File: config.mk
export PLATFORM = sky130hd
export DESIGN_NAME = stored_carry_accumulator
export DESIGN_NICKNAME = d
export VERILOG_FILES = /design/src/rtl/stored_carry_pkg.sv /design/src/rtl/sc_compress_row.sv /design/src/rtl/stored_carry_accumulator.sv
export SDC_FILE = /design/constraint.sdc
export NUM_CORES = 1
export LEC_CHECK = 0
export CORE_MARGIN = 5
export CORE_UTILIZATION = 60
export CTS_BUF_LIST = sky130_fd_sc_hd__clkbuf_4
export DETAILED_ROUTE_END_ITERATION = 7
export HOLD_SLACK_MARGIN = 0.03
export PLACE_DENSITY = 0.83
export SLEW_MARGIN = 20
export SYNTH_ARGS = -nofsm -noshare
export SYNTH_HDL_FRONTEND = slang
export SYNTH_SLANG_ARGS = --single-unit
File: constraint.sdc
create_clock -name clk -period 4.6 [get_ports clk]
set_input_delay 1.38 -clock clk [delete_from_list [all_inputs] [get_ports clk]]
set_output_delay 1.38 -clock clk [all_outputs]
set_load 0.01 [all_outputs]
File: src/rtl/stored_carry_pkg.sv
// Shared types and helpers for the stored-carry accumulator.
// Holds the FSM encoding, the S/C pair type and the chunk-count helper.
package stored_carry_pkg;

  // Storage width of the S/C pair; LEN + CHUNK must not exceed it.
  localparam int SC_MAX_W = 128;

  typedef enum logic [1:0] {
    ACCUM   = 2'd0,
    RESOLVE = 2'd1,
    OUTPUT  = 2'd2
  } state_t;

  typedef struct packed {
    logic [SC_MAX_W-1:0] s;
    logic [SC_MAX_W-1:0] c;
  } sc_pair_t;

  function automatic int num_chunks(input int len, input int chunk);
    return (len + chunk - 1) / chunk;
  endfunction

endpackage

File: src/rtl/sc_compress_row.sv
// One carry-save row: a full adder per bit folding operand x into the (S, C) pair.
// The carry vector is shifted up one place and its top carry-out is dropped (mod 2^LEN).
module sc_compress_row #(
  parameter int LEN = 16
) (
  input  logic [LEN-1:0] i_s,
  input  logic [LEN-1:0] i_c,
  input  logic [LEN-1:0] i_x,
  output logic [LEN-1:0] o_sum,
  output logic [LEN-1:0] o_carry
);

  logic [LEN-1:0] w_maj;

  assign o_sum   = i_s ^ i_c ^ i_x;
  assign w_maj   = (i_s & i_c) | (i_s & i_x) | (i_c & i_x);
  assign o_carry = w_maj << 1;

endmodule

File: src/rtl/stored_carry_accumulator.sv
// Streaming accumulator kept in stored-carry form, resolved to binary CHUNK bits per cycle.
// Handshakes: a transfer happens on a rising edge where valid and ready are both high; valid never waits on ready.
module stored_carry_accumulator
  import stored_carry_pkg::*;
#(
  parameter int LEN    = 16,
  parameter int IN_W   = 8,
  parameter int CHUNK  = 4,
  parameter int SIGNED = 0,
  parameter int CNT_W  = 8
) (
  input  logic             clk,
  input  logic             rst,
  input  logic             in_valid,
  output logic             in_ready,
  input  logic [IN_W-1:0]  in_data,
  input  logic             in_last,
  output logic             out_valid,
  input  logic             out_ready,
  output logic [LEN-1:0]   out_data,
  output logic [CNT_W-1:0] out_count,
  output logic             busy
);

  localparam int NCH = num_chunks(LEN, CHUNK);
  localparam int KW  = $clog2(NCH) + 1;

  state_t           r_state;
  sc_pair_t         r_acc;
  logic [KW-1:0]    r_k;
  logic             r_cin;
  logic [CNT_W-1:0] r_count;
  logic             r_in_ready;
  logic             r_out_valid;
  logic             r_busy;
  logic [LEN-1:0]   r_out_data;

  logic [LEN-1:0]   w_x;
  logic [LEN-1:0]   w_sum;
  logic [LEN-1:0]   w_carry;
  logic [CHUNK:0]   w_add;
  logic [LEN-1:0]   w_chunk;
  logic             w_fire;

  assign w_fire = in_valid & r_in_ready;
  assign w_x    = (SIGNED != 0) ? LEN'($signed(in_data)) : LEN'(in_data);

  sc_compress_row #(.LEN(LEN)) u_row (
    .i_s    (r_acc.s[LEN-1:0]),
    .i_c    (r_acc.c[LEN-1:0]),
    .i_x    (w_x),
    .o_sum  (w_sum),
    .o_carry(w_carry)
  );

  // S and C are stored zero above LEN, so a partial top chunk simply adds zeros;
  // the shift into the LEN-bit result then drops its out-of-range bits.
  assign w_add = (CHUNK+1)'(r_acc.s[int'(r_k)*CHUNK +: CHUNK])
               + (CHUNK+1)'(r_acc.c[int'(r_k)*CHUNK +: CHUNK])
               + (CHUNK+1)'(r_cin);
  assign w_chunk = LEN'(w_add[CHUNK-1:0]) << (int'(r_k) * CHUNK);

  always_ff @(posedge clk or posedge rst) begin
    if (rst) begin
      r_state     <= ACCUM;
      r_acc       <= '0;
      r_k         <= '0;
      r_cin       <= 1'b0;
      r_count     <= '0;
      r_in_ready  <= 1'b1;
      r_out_valid <= 1'b0;
      r_busy      <= 1'b0;
      r_out_data  <= '0;
    end else begin
      case (r_state)
        ACCUM: begin
          if (w_fire) begin
            r_acc.s <= SC_MAX_W'(w_sum);
            r_acc.c <= SC_MAX_W'(w_carry);
            r_count <= r_count + CNT_W'(1);
            if (in_last) begin
              r_state    <= RESOLVE;
              r_k        <= '0;
              r_cin      <= 1'b0;
              r_in_ready <= 1'b0;
              r_busy     <= 1'b1;
              r_out_data <= '0;
            end
          end
        end
        RESOLVE: begin
          r_out_data <= r_out_data | w_chunk;
          r_cin      <= w_add[CHUNK];
          r_k        <= r_k + KW'(1);
          if (r_k == KW'(NCH - 1)) r_state <= OUTPUT;
        end
        OUTPUT: begin
          // out_valid rises one cycle after the final chunk lands.
          if (!r_out_valid) begin
            r_out_valid <= 1'b1;
          end else if (out_ready) begin
            r_state     <= ACCUM;
            r_acc       <= '0;
            r_count     <= '0;
            r_k         <= '0;
            r_cin       <= 1'b0;
            r_out_valid <= 1'b0;
            r_busy      <= 1'b0;
            r_in_ready  <= 1'b1;
          end
        end
        default: r_state <= ACCUM;
      endcase
    end
  end

  assign in_ready  = r_in_ready;
  assign out_valid = r_out_valid;
  assign out_data  = r_out_data;
  assign out_count = r_count;
  assign busy      = r_busy;

endmodule

congestion.png
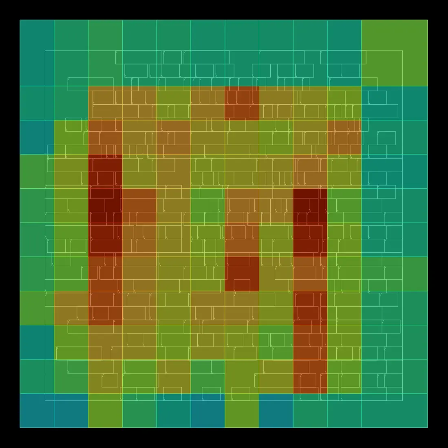
Tot GR Track Use: 20.5%
wire per inst: 17.7 um

sizes.png
(6 px per um)
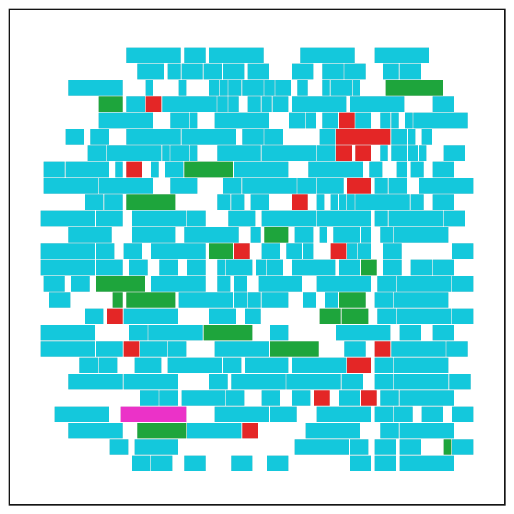
[green] _2 cells | cells: 17 | share: 6.0% | most used: mux4_2
[red] _3 and _4 cells | cells: 17 | share: 6.0% | most used: clkbuf_4
[magenta] _6 and larger | cells: 1 | share: 0.35% | most used: bufinv_16
[cyan] _0 and _1 cells | cells: 248 | share: 88% | most used: dfrtp_1
Area Overhead vs Synth: 18.4%
post-route cell area: 0.00372 mm2
final worst slack: 1.43 ns
Non-CTS buffers: 43

layer_met2.png
(3 px per um)
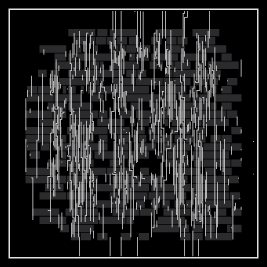
wire length on this layer: 2990 um
nets with wire on the layer: 274
main direction: vertical
longest straight run: 52.5 um
total wire length: 6260 um
via count: 2108
met2 track demand over resource: 32.4%

layer_met3.png
(3 px per um)
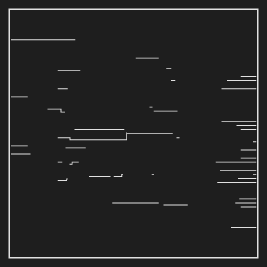
nets with wire on the layer: 33
share of all routed wire: 4.9%
longest straight run: 21.2 um
main direction: horizontal
GR Util met3: 4.23%

==> run notes <==
impl run done, here's what came out: post-synth top area share=50.2%, cell family with most CP delay=adder cells, Final Net Count=314, Commonest cells post-synth=dfrtp_1, a22o_1, ha_1, Seq Cell Count=64, worst rel slew slack=45.0%, DRC viols=0, status=completed, ys cells=238, Post-Syn Nets=274, Worst setup SP type=flop, Comb/total area=39.7%, clk slew on worst S/H paths=0.10 ns, post-synth cell types=42, Routed Antenna Nets=0, fin. max-slew vios=0, gr ovfl total=0, Top power group=registers, max reg flops=31, WL met3=306 um, OpenROAD warnings=26, CP Capture Point=out_data[14]$_DFFE_PP0P_, Placer Congestion=0.802, min-delay src=busy$_DFFE_PP0P_, most frequent cells in the layout=dfrtp_1, a22o_1, clkdlybuf4s50_1, number of buffers created by CTS=9, vias in the first global route=2162, required time worst endpoint=4.94 ns, top logic cell by instance count in the layout=dfrtp_1, clk_buf instances=10, clk latency late pin=0.40 ns, Registers, synthesis=64, RSZ-0062 raised after global routing=no, Seq/total area=43.1%, ANT cells=0
No activity file was given, so power comes from the tool's default toggle rates.
